### src/rtl/cpu_pkg.sv
// Shared opcode, ALU-op and sequencer state definitions for the 8-bit CPU.
// Latency: n/a (constants and types only).
// Backpressure: n/a.
package cpu_pkg;

    localparam logic [3:0] OP_NOP = 4'h0;
    localparam logic [3:0] OP_LDA = 4'h1;
    localparam logic [3:0] OP_STA = 4'h2;
    localparam logic [3:0] OP_ADD = 4'h3;
    localparam logic [3:0] OP_SUB = 4'h4;
    localparam logic [3:0] OP_JMP = 4'h5;
    localparam logic [3:0] OP_JZ  = 4'h6;
    localparam logic [3:0] OP_OUT = 4'h7;
    localparam logic [3:0] OP_HLT = 4'hF;

    localparam logic [1:0] ALU_PASS = 2'b00;
    localparam logic [1:0] ALU_ADD  = 2'b01;
    localparam logic [1:0] ALU_SUB  = 2'b10;

    typedef enum logic [2:0] {
        ST_FETCH    = 3'd0,
        ST_FETCH_RD = 3'd1,
        ST_DECODE   = 3'd2,
        ST_MEM_RD   = 3'd3,
        ST_MEM_WR   = 3'd4,
        ST_HALT     = 3'd5
    } state_t;

endpackage

### src/rtl/ctrl_timeout_cnt.sv
// Memory-wait cycle counter; expire flags the LIMIT-th consecutive unready cycle.
// Latency: expire is combinational from the count and inc; the count updates next edge.
// Backpressure: none; LIMIT=0 keeps expire low forever.
module ctrl_timeout_cnt #(
    parameter int LIMIT = 15
) (
    input  logic clk,
    input  logic rst,
    input  logic clr,
    input  logic inc,
    output logic expire
);

    localparam int CW   = (LIMIT < 2) ? 1 : $clog2(LIMIT + 1);
    localparam int LAST = (LIMIT > 0) ? LIMIT - 1 : 0;

    logic [CW-1:0] cnt;

    always_ff @(posedge clk) begin
        if (rst || clr) begin
            cnt <= '0;
        end else if (inc) begin
            cnt <= cnt + 1'b1;
        end
    end

    // cnt holds the waits already spent, so the current cycle is number cnt+1.
    assign expire = (LIMIT != 0) && inc && (cnt == CW'(LAST));

endmodule

### src/rtl/ctrl_sequencer.sv
// Fetch/decode/execute control FSM; CTRL_ILLEGAL_TRAP_EN traps opcodes 8-E into HALT.
// Latency: 3 cycles NOP/JMP/JZ/OUT, 4 cycles LDA/ADD/SUB/STA at zero-wait memory.
// Backpressure: stalls in FETCH_RD/MEM_RD/MEM_WR until mem_ready; TIMEOUT_CYC waits -> bus_err.
module ctrl_sequencer
    import cpu_pkg::*;
#(
    parameter int OPW         = 4,
    parameter int TIMEOUT_CYC = 15
) (
    input  logic       clk,
    input  logic       rst,
    input  logic [7:0] ir_in,
    input  logic       mem_ready,
    input  logic       zero_flag,
    output logic       pc_inc,
    output logic       pc_load,
    output logic       mar_src,
    output logic       mar_load,
    output logic       mem_rd,
    output logic       mem_wr,
    output logic       ir_load,
    output logic       acc_load,
    output logic [1:0] alu_op,
    output logic       out_load,
    output logic       halted,
    output logic       bus_err,
    output logic [2:0] state_dbg
`ifdef CTRL_ILLEGAL_TRAP_EN
    ,
    output logic       illegal_op
`endif
);

    state_t         state, state_n;
    logic [OPW-1:0] opcode;
    logic           unused_operand;
    logic           in_wait, tmo_clr, tmo_inc, tmo_expire, set_bus_err;
`ifdef CTRL_ILLEGAL_TRAP_EN
    logic           set_illegal;
`endif

    assign opcode         = ir_in[7 -: OPW];
    assign unused_operand = ^ir_in[7-OPW:0];
    assign in_wait        = state inside {ST_FETCH_RD, ST_MEM_RD, ST_MEM_WR};
    assign tmo_inc        = in_wait && !mem_ready;
    assign tmo_clr        = !in_wait || mem_ready;
    assign state_dbg      = state;
    assign halted         = (state == ST_HALT);

    ctrl_timeout_cnt #(
        .LIMIT (TIMEOUT_CYC)
    ) u_timeout (
        .clk    (clk),
        .rst    (rst),
        .clr    (tmo_clr),
        .inc    (tmo_inc),
        .expire (tmo_expire)
    );

    always_comb begin
        state_n     = state;
        set_bus_err = 1'b0;
`ifdef CTRL_ILLEGAL_TRAP_EN
        set_illegal = 1'b0;
`endif
        pc_inc   = 1'b0;
        pc_load  = 1'b0;
        mar_src  = 1'b0;
        mar_load = 1'b0;
        mem_rd   = 1'b0;
        mem_wr   = 1'b0;
        ir_load  = 1'b0;
        acc_load = 1'b0;
        alu_op   = ALU_PASS;
        out_load = 1'b0;

        case (state)
            ST_FETCH: begin
                mar_load = 1'b1;
                state_n  = ST_FETCH_RD;
            end
            ST_FETCH_RD: begin
                mem_rd = 1'b1;
                if (mem_ready) begin
                    ir_load = 1'b1;
                    pc_inc  = 1'b1;
                    state_n = ST_DECODE;
                end else if (tmo_expire) begin
                    set_bus_err = 1'b1;
                    state_n     = ST_HALT;
                end
            end
            ST_DECODE: begin
                state_n = ST_FETCH;
                case (opcode)
                    OPW'(OP_NOP): ;
                    OPW'(OP_LDA), OPW'(OP_ADD), OPW'(OP_SUB): begin
                        mar_src  = 1'b1;
                        mar_load = 1'b1;
                        state_n  = ST_MEM_RD;
                    end
                    OPW'(OP_STA): begin
                        mar_src  = 1'b1;
                        mar_load = 1'b1;
                        state_n  = ST_MEM_WR;
                    end
                    OPW'(OP_JMP): pc_load  = 1'b1;
                    OPW'(OP_JZ):  pc_load  = zero_flag;
                    OPW'(OP_OUT): out_load = 1'b1;
                    OPW'(OP_HLT): state_n  = ST_HALT;
                    default: begin
`ifdef CTRL_ILLEGAL_TRAP_EN
                        set_illegal = 1'b1;
                        state_n     = ST_HALT;
`else
                        state_n     = ST_FETCH;
`endif
                    end
                endcase
            end
            ST_MEM_RD: begin
                mem_rd = 1'b1;
                case (opcode)
                    OPW'(OP_ADD): alu_op = ALU_ADD;
                    OPW'(OP_SUB): alu_op = ALU_SUB;
                    default:      alu_op = ALU_PASS;
                endcase
                if (mem_ready) begin
                    acc_load = 1'b1;
                    state_n  = ST_FETCH;
                end else if (tmo_expire) begin
                    set_bus_err = 1'b1;
                    state_n     = ST_HALT;
                end
            end
            ST_MEM_WR: begin
                mem_wr = 1'b1;
                if (mem_ready) begin
                    state_n = ST_FETCH;
                end else if (tmo_expire) begin
                    set_bus_err = 1'b1;
                    state_n     = ST_HALT;
                end
            end
            ST_HALT: ;
            default: state_n = ST_FETCH;
        endcase

        // Reset must silence the datapath even mid-handshake.
        if (rst) begin
            pc_inc   = 1'b0;
            pc_load  = 1'b0;
            mar_src  = 1'b0;
            mar_load = 1'b0;
            mem_rd   = 1'b0;
            mem_wr   = 1'b0;
            ir_load  = 1'b0;
            acc_load = 1'b0;
            alu_op   = ALU_PASS;
            out_load = 1'b0;
        end
    end

    always_ff @(posedge clk) begin
        if (rst) begin
            state   <= ST_FETCH;
            bus_err <= 1'b0;
        end else begin
            state <= state_n;
            if (set_bus_err) begin
                bus_err <= 1'b1;
            end
        end
    end

`ifdef CTRL_ILLEGAL_TRAP_EN
    always_ff @(posedge clk) begin
        if (rst) begin
            illegal_op <= 1'b0;
        end else if (set_illegal) begin
            illegal_op <= 1'b1;
        end
    end
`endif

endmodule

### config.mk
export PLATFORM = sky130hd
export DESIGN_NAME = ctrl_sequencer
export DESIGN_NICKNAME = d
export VERILOG_FILES = /design/src/rtl/cpu_pkg.sv /design/src/rtl/ctrl_timeout_cnt.sv /design/src/rtl/ctrl_sequencer.sv
export SDC_FILE = /design/constraint.sdc
export NUM_CORES = 1
export LEC_CHECK = 0
export ABC_CLOCK_PERIOD_IN_PS = 1800
export CORE_UTILIZATION = 37
export CTS_CLUSTER_DIAMETER = 60
export DETAILED_ROUTE_END_ITERATION = 10
export DONT_BUFFER_PORTS = 1
export SLEW_MARGIN = 20
export SYNTH_ARGS = -nofsm -noshare
export SYNTH_HDL_FRONTEND = slang
export SYNTH_SLANG_ARGS = --single-unit
export TNS_END_PERCENT = 50
### constraint.sdc
create_clock -name clk -period 1.8 [get_ports clk]
set_input_delay 0.18 -clock clk [delete_from_list [all_inputs] [get_ports clk]]
set_output_delay 0.18 -clock clk [all_outputs]
set_load 0.02 [all_outputs]
==> impl_metrics.yaml, run 1 <==
# implementation run metrics
critical_path:
  critPathCapture: "pc_load"
  rrSetupSlack_ps: 490
  worstSetupPathType: "flip-flop to output pin"
  rr_worst_depth: 4
routing:
  wl_met1_um: 599
  drt_iter0_markers: 11
yosys:
  xor_area_share_pct: 4.49
  syn_avg_cell_area_um2: 7.60
  netlist_area_um2: 586
  synthTopCellsByCount: "nor2_1, dfxtp_1, nand2_1"
  synth_flops: 8
final_layout:
  seq_share_pct: 23.1
  final-comb-area_um2: 393
  buf_share_pct: 14.1
  buffers_excl_clock: 13
  num-nets-final: 102
  largest-register: "u_timeout.cnt"
place:
  hpwl_um: 1010
  placed_area_um2: 667
outcome:
  status: "completed"
global_routing:
  grt_overflow: 0
  grtUsageMet1_pct: 20.8
clocking:
  cts_resized: 0
  clock_path_buffers: 2
  numCtsBuffers: 3
  clock.latency.late_pin_ps: 250
  htreeDepth: 1
power_and_ir_drop:
  p_sw_uw: 215
  netSwitchingFraction_pct: 36.4
  p_seq_uw: 226
floorplanning:
  io_pins: 28
run:
  maxCapViolCount: 0
timing:
  rsz0062_at_grt: "no"
  period_needed_ps: 1620
hold_path:
  hp-start: "rst"
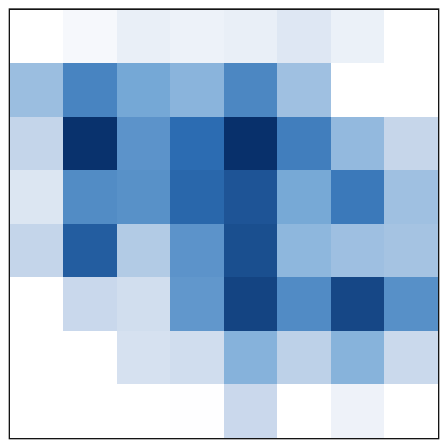
(run_1/route_heat.png)
The die is cut into 8 by 8 equal tiles; white is low, dark blue is high, scaled to the fullest tile. Values are wire area over tile area, all layers added.
mean over tiles	0.12
emptiest ninth of the die	south-west
tiles over half the peak	34%
densest ninth of the die	centre
fullest tile	0.32
total routed wirelength: 1330 um
overall routing resource usage: 15.4%
vias: 553
drt wl/cell: 13.1 um

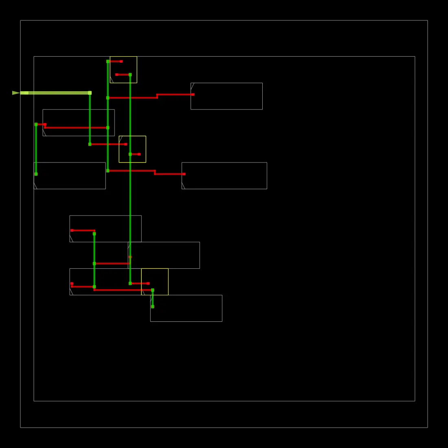
(run_1/clock_nets.png)
Sink Count: 8
clock buffers: 3

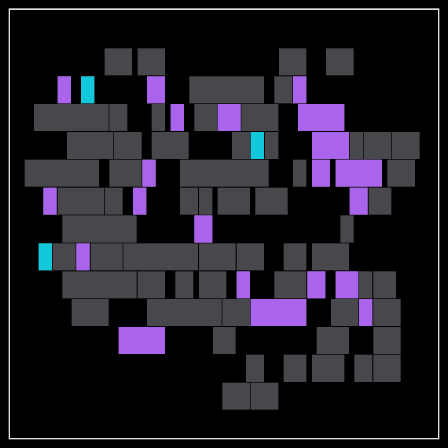
(run_1/gates.png)
colour	family	cells
cyan	inv cells	3
purple	nor cells	21
most instantiated logic cell after routing: buf_4
Post-Layout Cell Count: 101

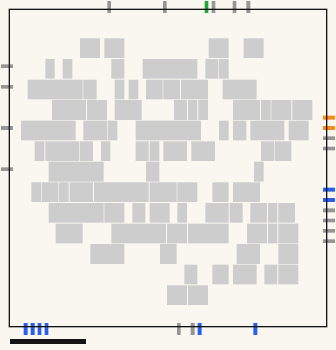
(run_1/pinout.png)
Bar = 10 um. Pins as bars across the die edge, other pins in grey.
colour	port	pins	direction	edge
orange	alu_op	2	output	east
green	mem_ready	1	input	north
blue	ir_in	8	input	6 south, 2 east
all pins by edge	10 east, 8 south, 6 north, 4 west
DIE HEIGHT: 41.8 um
buffers added on ports: 0
Die W: 41.8 um

==> run 1 -> run 2 <==
- ABC_CLOCK_PERIOD_IN_PS: 1800 -> 1580
- CORE_AREA: default -> 3 3 40 42
- CORE_UTILIZATION: 37 -> default
- DIE_AREA: default -> 0 0 43 45
- clock period: 1.8 -> 1.58 ns (I/O delays scaled with it)
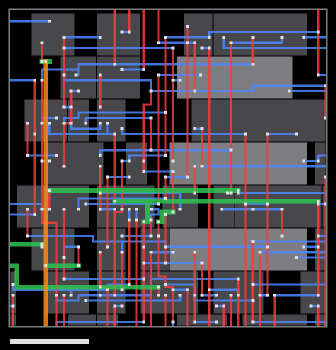
(run_2/closeup.png)
Bar = 5 um. Window x 12 to 32, y 21 to 41 um. Cells in grey, sequential cells in the stronger grey; small squares are vias.
colour	layer
orange	M4
green	M3
red	M2
blue	M1
netlist names of flops here include	state_dbg (3)
sequential cells in the window	3
cells with their middle in the window	28
most frequent	nor2_1 (3)

==> impl_metrics.yaml, run 2 <==
# implementation run metrics
power_and_ir_drop:
  powerDensity_nw_per_um2: 944
  p_sw_uw: 300
  netSwitchingFraction_pct: 37.8
final_layout:
  dominant_cells: "multi-input combinational cells"
  largest-register: "u_timeout.cnt"
  seq_cells: 8
  buf_share_pct: 21.2
  nClkBuffers: 3
  num-nets-final: 105
  inverters: 3
  seq_share_pct: 20.0
  final-comb-area_um2: 442
  fin_cells: 104
  buffers_excl_clock: 16
routing:
  wl_met1_um: 667
  drt_iter0_markers: 8
yosys:
  netlist_area_um2: 586
  synthCells: 77
  syn_avg_cell_area_um2: 7.60
  synth_flops: 8
  xor_area_share_pct: 4.49
  synthTopCellsByCount: "nor2_1, dfxtp_1, nand2_1"
critical_path:
  cp_num_buf_inv: 2
  rr_worst_depth: 6
  reg2reg_to: "state_dbg[1]$_SDFFE_PP0N_"
  worstSetupPathType: "flip-flop to output pin"
timing:
  whs_ps: 21.2
  rsz0062_at_grt: "yes"
  period_needed_ps: 1560
floorplanning:
  io_pins: 28
  dieWidth_um: 43
  die_y_um: 45
place:
  placed_area_um2: 679
  port_buffers: 0
  dp_cells: 96
hold_path:
  hp-start: "ir_in[7]"
  min_path_type: "input port to flip-flop"
clocking:
  clock.latency.late_pin_ps: 260
  htreeDepth: 1
  clock_path_buffers: 2
  cts_sinks: 8
  cts_resized: 7
run:
  maxCapViolCount: 0
outcome:
  status: "completed"
global_routing:
  busiest_layer: "met2"
  grtUsageMet1_pct: 18.2
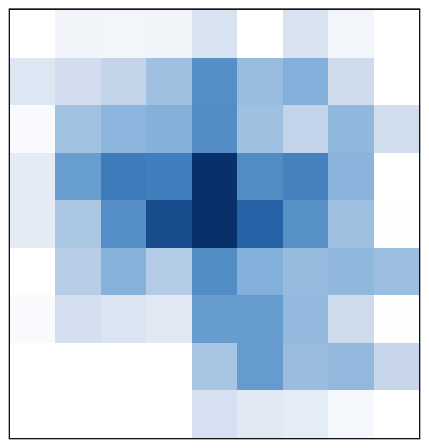
(run_2/route_heat.png)
The die is cut into 9 by 9 equal tiles; white is low, dark blue is high, scaled to the fullest tile. Values are wire area over tile area, all layers added.
densest ninth of the die	centre
tiles over half the peak	21%
emptiest ninth of the die	south-west
mean over tiles	0.14
fullest tile	0.46
vias: 606
total routed wirelength: 1620 um
drt wl/cell: 15.5 um
overall routing resource usage: 15.9%

==> run 2 -> run 3 <==
- CAP_MARGIN: default -> 10
- CTS_CLUSTER_DIAMETER: 60 -> default
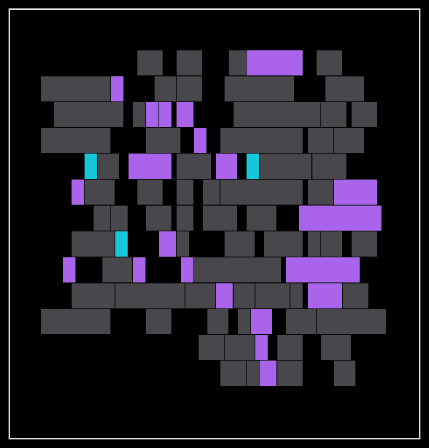
(run_3/gates.png)
colour	family	cells
purple	nor cells	21
cyan	inv cells	3
combinational share of cell area: 52.6%
Post-Layout Cell Count: 104

==> impl_metrics.yaml, run 3 <==
# implementation run metrics
floorplanning:
  die_y_um: 45
routing:
  wl_met1_um: 667
  num_vias: 606
  drt_iter0_markers: 8
  post_drt_wl_per_cell_um: 15.5
yosys:
  xor_area_share_pct: 4.49
  synth_flops: 8
clocking:
  clock_path_buffers: 2
  clock.latency.late_pin_ps: 260
  cts_sinks: 8
outcome:
  status: "completed"
run:
  maxCapViolCount: 0
place:
  port_buffers: 0
  dp_cells: 96
power_and_ir_drop:
  netSwitchingFraction_pct: 37.8
final_layout:
  dominant_cells: "multi-input combinational cells"
  buffers_excl_clock: 16
  seq_share_pct: 20.0
timing:
  rsz0062_at_grt: "yes"
critical_path:
  worstSetupPathType: "flip-flop to output pin"
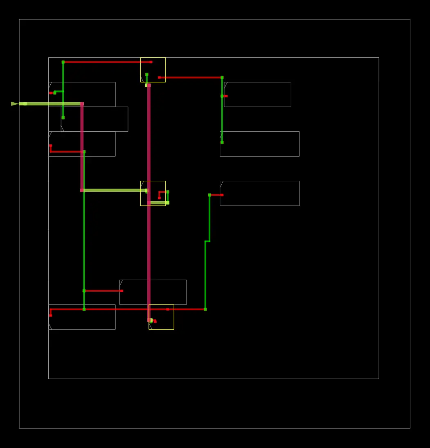
(run_3/clock_nets.png)
registers: 8
Clock Skew: 10.9 ps
TritonCTS Buffers: 3

